run_1/met3.png
(8 px per µm) Cells faint in the background.
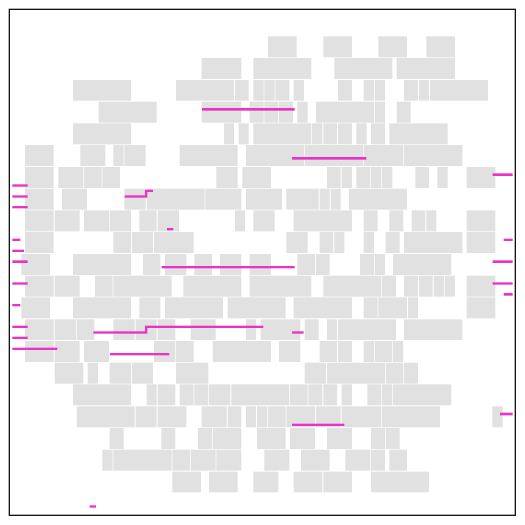
run_1/pins.png
(8 px per µm) Pins as bars across the die edge, other pins in grey.
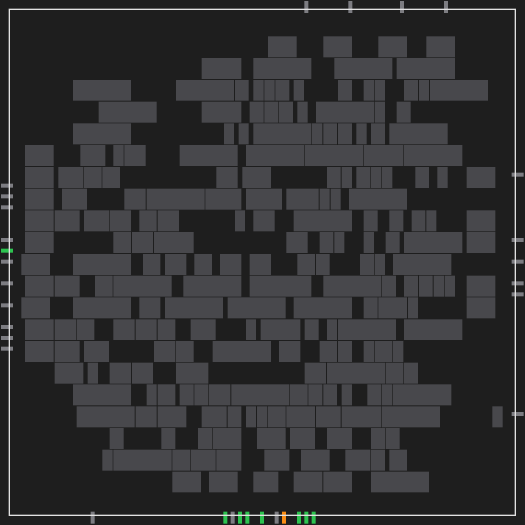
run_1/met2.png
(8 px per µm) Cells faint in the background.
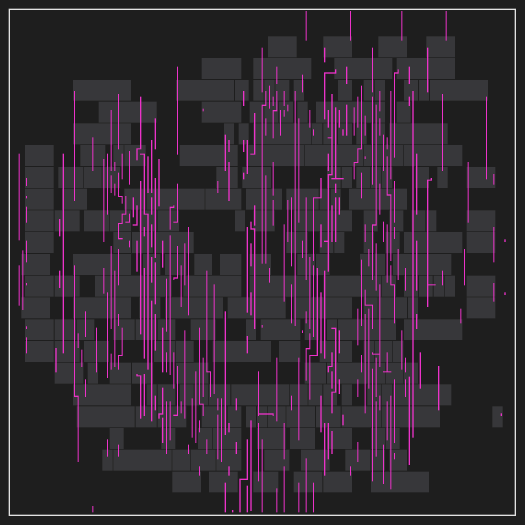
run_1/final_congestion.png
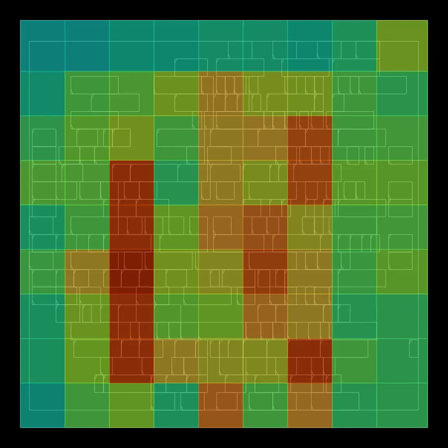
--- src/rtl/serial_add_sub.sv ---
// serial_add_sub: bit-serial two's-complement adder/subtractor, LSB first,
// one full-adder cell with a registered carry; WIDTH+1 cycles START to DONE.
//
// Ports:
//   CLK, RST      clock, synchronous active-high reset
//   START, SUB    request (taken when READY=1), 0: A+B / 1: A-B
//   A, B          WIDTH-bit operands, sampled with START
//   READY         high only while idle
//   DONE          one-cycle pulse, RESULT/COUT/OVF valid
//   RESULT        sum/difference mod 2^WIDTH
//   COUT          add: carry-out; sub: 1 = no borrow (A >= B unsigned)
//   OVF           signed overflow
//
// Optional feature: define SERIAL_ADD_SUB_OVF_EN to build the signed
// overflow flag; otherwise OVF is tied low and no MSB-carry state exists.

module serial_add_sub #(
    parameter int WIDTH = 8
) (
    input  logic             CLK,
    input  logic             RST,
    input  logic             START,
    input  logic             SUB,
    input  logic [WIDTH-1:0] A,
    input  logic [WIDTH-1:0] B,
    output logic             READY,
    output logic             DONE,
    output logic [WIDTH-1:0] RESULT,
    output logic             COUT,
    output logic             OVF
);

    localparam int CW = (WIDTH > 1) ? $clog2(WIDTH) : 1;

    typedef enum logic [1:0] {
        S_IDLE,
        S_RUN,
        S_DONE
    } state_t;

    state_t           state;
    logic [WIDTH-1:0] op_a;
    logic [WIDTH-1:0] op_b;
    logic [WIDTH-2:0] acc;
    logic [CW-1:0]    cnt;
    logic             carry;
    logic [WIDTH-1:0] result_q;
    logic             cout_q;

`ifdef SERIAL_ADD_SUB_OVF_EN
    logic             c_msb;
    logic             ovf_q;
`endif

    logic             sum_bit;
    logic             carry_nxt;
    logic             last;
    logic [WIDTH-1:0] acc_nxt;

    always_comb begin
        sum_bit   = op_a[0] ^ op_b[0] ^ carry;
        carry_nxt = (op_a[0] & op_b[0]) | (op_b[0] & carry) | (op_a[0] & carry);
        last      = (cnt == CW'(WIDTH - 1));
        // New bit enters at the top; the low bits drop into place by the
        // time the MSB step completes, so acc_nxt is the full result then.
        acc_nxt   = {sum_bit, acc};
    end

    always_ff @(posedge CLK) begin
        if (RST) begin
            state    <= S_IDLE;
            op_a     <= '0;
            op_b     <= '0;
            acc      <= '0;
            cnt      <= '0;
            carry    <= 1'b0;
            result_q <= '0;
            cout_q   <= 1'b0;
`ifdef SERIAL_ADD_SUB_OVF_EN
            c_msb    <= 1'b0;
            ovf_q    <= 1'b0;
`endif
        end else begin
            unique case (state)
                S_IDLE: begin
                    if (START) begin
                        op_a  <= A;
                        // Subtract as A + ~B + 1: invert B, seed carry.
                        op_b  <= B ^ {WIDTH{SUB}};
                        carry <= SUB;
                        cnt   <= '0;
                        state <= S_RUN;
                    end
                end
                S_RUN: begin
                    carry <= carry_nxt;
                    acc   <= acc_nxt[WIDTH-1:1];
                    op_a  <= op_a >> 1;
                    op_b  <= op_b >> 1;
                    cnt   <= cnt + CW'(1);
`ifdef SERIAL_ADD_SUB_OVF_EN
                    // Carry leaving bit WIDTH-2 is the carry into the MSB.
                    if (cnt == CW'(WIDTH - 2)) begin
                        c_msb <= carry_nxt;
                    end
`endif
                    if (last) begin
                        result_q <= acc_nxt;
                        cout_q   <= carry_nxt;
`ifdef SERIAL_ADD_SUB_OVF_EN
                        ovf_q    <= c_msb ^ carry_nxt;
`endif
                        state    <= S_DONE;
                    end
                end
                S_DONE: begin
                    state <= S_IDLE;
                end
                default: begin
                    state <= S_IDLE;
                end
            endcase
        end
    end

    assign READY  = (state == S_IDLE);
    assign DONE   = (state == S_DONE);
    assign RESULT = result_q;
    assign COUT   = cout_q;

`ifdef SERIAL_ADD_SUB_OVF_EN
    assign OVF = ovf_q;
`else
    assign OVF = 1'b0;
`endif

endmodule

--- config.mk ---
export PLATFORM = sky130hd
export DESIGN_NAME = serial_add_sub
export DESIGN_NICKNAME = d
export VERILOG_FILES = /design/src/rtl/serial_add_sub.sv
export SDC_FILE = /design/constraint.sdc
export NUM_CORES = 1
export LEC_CHECK = 0
export CAP_MARGIN = 20
export CORE_MARGIN = 1
export CORE_UTILIZATION = 44
export CTS_BUF_LIST = sky130_fd_sc_hd__clkbuf_4 sky130_fd_sc_hd__clkbuf_8 sky130_fd_sc_hd__clkbuf_16
export DETAILED_ROUTE_END_ITERATION = 12
export PLACE_DENSITY = 0.81
export SYNTH_ARGS = -nofsm -noshare
export SYNTH_HDL_FRONTEND = slang
export SYNTH_SLANG_ARGS = --single-unit
--- constraint.sdc ---
create_clock -name CLK -period 1.5 [get_ports CLK]
set_input_delay 0.225 -clock CLK [delete_from_list [all_inputs] [get_ports CLK]]
set_output_delay 0.225 -clock CLK [all_outputs]
set_load 0.01 [all_outputs]
==> run summary, run 1 <==
Results of the implementation run.

The via density per instance came out at about 5.2. The count of pins over their slew limit came out at 0. The average detailed-routed wire length per instance came out at roughly 12 µm. The total inserted antenna cells is 0. At the later pin of the worst-skew pair, clock insertion delay measures 0.29 ns. The number of global-route vias before repair is approximately 1.3k.

For this run, the slowest stage of the critical path takes approximately 0.55 ns. The number of synthesized register bits is 38. The tool warning count is 26. CTS saw 38 sinks. The number of cell rows came out at 21. The slowest stage of the critical path belongs to the cell sky130_fd_sc_hd__clkdlybuf4s50_1. The class of the most critical hold timing path is register to register. Derived from the worst setup path, the maximum achievable clock frequency is around 710 MHz.

The placeable core region came out at 0.00344 mm². Dividing total power by cell area gives a power density of between 900 and 1000 mW/mm². The floorplan step defined a die boundary enclosing slightly below 0.004 mm². The run finished with clean final reports. Clock tree synthesis inserted a total of 5 buffers.

The first-pass GRT wire length is roughly 5500 µm. Setup repair after global routing left no endpoint under its margin. The number of max-cap violations is 0. The top fanout value on the critical path is 13. The warning count from the yosys run came out at 0. The chip area line in the Yosys stat output reads roughly 0.0016 mm².

According to the finish report, the design has a final net count of 241.
Back to the opening pictures, met3.png:
main direction: horizontal
longest straight run: 16.3 µm
total number of vias: 1369
met3 routing resource usage after global routing: 5.62%

Back to the opening pictures, pins.png:
legend:
  orange:
    port: `DONE`
    pins: 1
    direction: output
    edge: bottom
  green:
    port: `A`
    pins: 8
    direction: input
    edge: 7 bottom, 1 left
all pins by edge: 11 bottom, 11 left, 6 right, 4 top
die span in x: 63.1 µm
die boundary height: 63.1 µm

Back to the opening pictures, met2.png:
nets with wire on the layer: 191
main direction: vertical
share of all routed wire: 49%
wire length on this layer: 1540 µm
final wirelength: 3120 µm
grt met2 use: 29.8%

Back to the opening pictures, final_congestion.png:
global-route usage over all layers: 17.7%
GR peak layer: met2
share of the core filled with cells: 60.7%

[run 1: per-layer routing]
metal | track usage (%) | wire, µm
met5 | 0 | 0
met4 | 8.72 | 76
met1 | 19.9 | 1400
met2 | 29.8 | 1540
met3 | 5.62 | 105
[run 1: cell type report]
class / instances / area, µm²
Tap cell: 46 / 57.6
Clock inverter: 1 / 5.00
Clock buffer: 7 / 90.1
Fill cell: 309 / 1350
Timing Repair Buffer: 39 / 378
Multi-Input combinational cell: 134 / 796
Sequential cell: 38 / 762
[run 1: metrics by stage]
step	worst slack, ns	std cells	hold slack [ns]	instance area (µm²)	TNS [ns]
after floorplan	0.0773	188	0.373	1640	0
after global placement	-0.156	257	0.443	1990	-2.09
after detailed placement	-0.211	257	0.449	1990	-2.77
after CTS	0.107	265	0.459	2090	0
after global routing	0.0198	265	0.480	2090	0
final	0.0998	265	0.456	2090	0
[run 1: cells by family (layout without fill, tap and decap cells)]
group | Yosys count | in the layout | synth area share [%]
AND-OR/OR-AND | 44 | 44 | 16.5
XOR/XNOR | 8 | 8 | 4.27
adder cells (fa/ha/maj) | 3 | 3 | 2.74
buffers and inverters | 16 | 47 | 5.18
flip-flops | 38 | 38 | 46.3
multiplexers | 2 | 2 | 1.22
other | 1 | 1 | 0.228
AND/OR/NAND/NOR | 76 | 76 | 23.6
[run 1: cells in the mapped netlist, types with 2 or more instances]
cell                       instances
sky130_fd_sc_hd__nor3_1            8
sky130_fd_sc_hd__mux2i_1           2
sky130_fd_sc_hd__ha_1              2
sky130_fd_sc_hd__nand2_1          22
sky130_fd_sc_hd__nand2b_1         10
sky130_fd_sc_hd__nand3_1           8
sky130_fd_sc_hd__or3b_1            8
sky130_fd_sc_hd__buf_2             5
sky130_fd_sc_hd__nor2b_1           2
sky130_fd_sc_hd__xnor2_1           7
sky130_fd_sc_hd__a22oi_1          11
sky130_fd_sc_hd__dfxtp_1          38
sky130_fd_sc_hd__a21oi_1          23
sky130_fd_sc_hd__clkbuf_1          7
sky130_fd_sc_hd__nor2_1           16
sky130_fd_sc_hd__buf_4             3
sky130_fd_sc_hd__o22ai_1           7
[run 1: power breakdown]
group          switching [mW]  leakage [nW]  internal, mW
combinational           0.122         0.408         0.141
clock                   0.336        0.0517         0.388
sequential             0.0307         0.310          1.05
[run 1: layout by cell type, fill, tap and decap left out, types with 8 or more instances in the layout]
master,synthesis,routed
sky130_fd_sc_hd__nand2b_1,10,10
sky130_fd_sc_hd__nor3_1,8,8
sky130_fd_sc_hd__a22oi_1,11,11
sky130_fd_sc_hd__buf_4,3,8
sky130_fd_sc_hd__clkdlybuf4s50_1,0,28
sky130_fd_sc_hd__nor2_1,16,16
sky130_fd_sc_hd__a21oi_1,23,23
sky130_fd_sc_hd__nand3_1,8,8
sky130_fd_sc_hd__dfxtp_1,38,37
sky130_fd_sc_hd__or3b_1,8,8
sky130_fd_sc_hd__nand2_1,22,22
[run 1: worst max-delay path, delay by kind of cell]
| family | cells | cell delay (ns) |
|---|---|---|
| AND-OR/OR-AND | 3 | 0.84 |
| buffers and inverters | 1 | 0.55 |
==> inputs of run 2 (changes only) <==
--- a/config.mk
+++ b/config.mk
@@ -11,6 +11,9 @@
 export CTS_BUF_LIST = sky130_fd_sc_hd__clkbuf_4 sky130_fd_sc_hd__clkbuf_8 sky130_fd_sc_hd__clkbuf_16
 export DETAILED_ROUTE_END_ITERATION = 12
 export PLACE_DENSITY = 0.81
+export SETUP_SLACK_MARGIN = 0.02
+export SKIP_CTS_REPAIR_TIMING = 1
+export SLEW_MARGIN = 20
 export SYNTH_ARGS = -nofsm -noshare
 export SYNTH_HDL_FRONTEND = slang
 export SYNTH_SLANG_ARGS = --single-unit
run_2/final_congestion.png
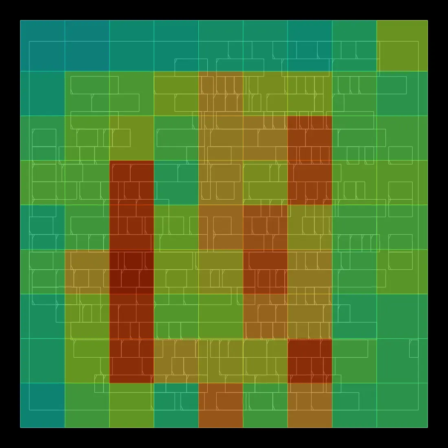
share of the core filled with cells: 61.1%
grt met2 use: 29.7%
global-route usage over all layers: 17.7%

==> run 2 against run 1 <==
Synthesized area unchanged. Core utilization up 0.44 points. Register-to-register slack is essentially flat. Largest cell class unchanged. Largest power group unchanged.
==> run summary, run 2 <==
Results of the implementation run.

Unrepaired setup endpoints after global routing: false (unchanged). The number of max-cap violations came out at 0 (unchanged). The via density per instance is 5.12 (was 5.17). The most used standard cell by instance count after synthesis is sky130_fd_sc_hd__dfxtp_1 (unchanged).

The top fanout value on the critical path is 11 (was 13). The first-iteration detailed-routing DRC count came to 71 (was 79). Ranking of synthesized cells by instance count: sky130_fd_sc_hd__dfxtp_1, sky130_fd_sc_hd__a21oi_1, sky130_fd_sc_hd__nand2_1 (unchanged). The class of the most critical setup path is input port to register (unchanged). The class of the most critical hold timing path is register to register (unchanged).

The average detailed-routed wire length per instance came to 11.8 µm (about the same). The fmax was 722 MHz (was 714 MHz). The number of clock buffers inserted by TritonCTS came out at 5 (unchanged). The die extent in y came to 63.1 µm (unchanged).

The count of pins over their slew limit is 0 (unchanged). The number of global-route vias before repair was 1298 (was 1304). The type of element capturing the critical path was a register (unchanged). Outcome: complete, no violations (unchanged). The tool warning count is 26 (unchanged). The warning count from the yosys run came out at 0 (unchanged). The gate count of the mapped netlist is 188 (unchanged).

The floorplan die area came out at 0.00398 mm² (unchanged). The number of cell rows is 21 (unchanged). The total power density per cell area is 983 mW/mm² (was 992 mW/mm²). The Yosys chip area was 0.00164 mm² (unchanged). The placeable core region came out at 0.00344 mm² (unchanged). The total power came out at 2.07 mW (about the same). The floorplan die width is 63.1 µm (unchanged).

The share of flip-flops with an asynchronous set or reset after synthesis was 0% (unchanged). The most common cell after layout, fill and taps aside is sky130_fd_sc_hd__dfxtp_1 (unchanged). The net count of the finished layout is 241 (unchanged).

The count of clock tree sinks is 38 (unchanged). The maximum vdd ir drop came out at 468 µV (was 471 µV). The total inserted antenna cells came out at 0 (unchanged). The clock insertion delay at the later pin of the skew report came to 0.28 ns (was 0.29 ns).

The critical path data required time was 1.71 ns (about the same). The number of synthesized register bits came to 38 (unchanged).
run_2/met2.png
(8 px per µm) Cells faint in the background.
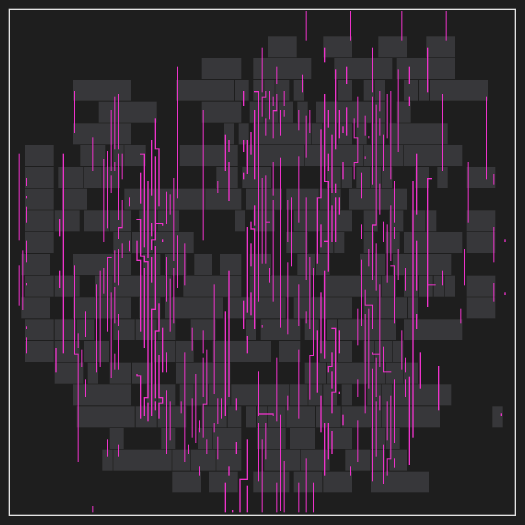
wire length on this layer: 1560 µm
longest straight run: 32.0 µm
main direction: vertical
share of all routed wire: 50%
final wirelength: 3130 µm
total number of vias: 1358

[run 2: layer usage]
| layer | GRT usage (%) | vias to the layer above | share of wire (%) |
|---|---|---|---|
| met5 | 0 | - | 0 |
| met4 | 8.72 | 0 | 1.6 |
| met3 | 5.62 | 6 | 3.7 |
| met2 | 29.7 | 38 | 50 |
| met1 | 19.9 | 611 | 45 |
| li1 | - | 703 | - |
[run 2: cells by family after synthesis]
| group | after synthesis | share of synthesized area (%) |
|---|---|---|
| muxes | 2 | 1.22 |
| DFF | 38 | 46.3 |
| and+or+nand+nor | 76 | 23.6 |
| buffers and inverters | 16 | 5.18 |
| xor gates and xnor gates | 8 | 4.27 |
| other | 1 | 0.228 |
| adders and majority gates | 3 | 2.74 |
| AOI/OAI and AO/OA | 44 | 16.5 |
[run 2: power by group]
| group | internal, mW | switching (mW) |
|---|---|---|
| Sequential | 1.05 | 0.0316 |
| Clock | 0.388 | 0.328 |
| Combinational | 0.142 | 0.123 |
[run 2: worst paths after layout]
check / start / to / slack [ns] / cells after the start
worst max-delay path: START / op_b[6] / 0.12 / 4
worst min-delay path: RESULT[4] / RESULT[4] / 0.46 / 2
worst max register to register: cnt[0] / COUT / 0.17 / 5
worst min register to register: RESULT[4] / RESULT[4] / 0.46 / 2
[run 2: worst max-delay path: stages]
cell and delay [ns]:
sky130_fd_sc_hd__clkdlybuf4s50_1 0.66, sky130_fd_sc_hd__nor3b_1 0.31, sky130_fd_sc_hd__nand2b_1 0.23, sky130_fd_sc_hd__o22ai_1 0.17
[run 2: metrics by stage]
step	setup slack, ns	hold WS [ns]	std cells	TNS (ns)	instance area (µm²)
2_1_floorplan	0.0773	0.373	188	0	1640
3_3_place_gp	-0.156	0.443	257	-2.09	1990
3_5_place_dp	-0.211	0.449	257	-2.77	1990
4_1_cts	-0.126	0.459	265	-0.233	2090
5_1_grt	0.0392	0.480	265	0	2100
6_report	0.115	0.455	265	0	2100
[run 2: layout make-up]
type | instances | area, µm²
fillers | 307 | 1340
multi-input cells | 134 | 803
flip-flops and latches | 38 | 762
repair buffers | 39 | 385
clock buffers | 7 | 90.1
well taps | 46 | 57.6
clock inverters | 1 | 5.00
No activity file was given, so power comes from the tool's default toggle rates.
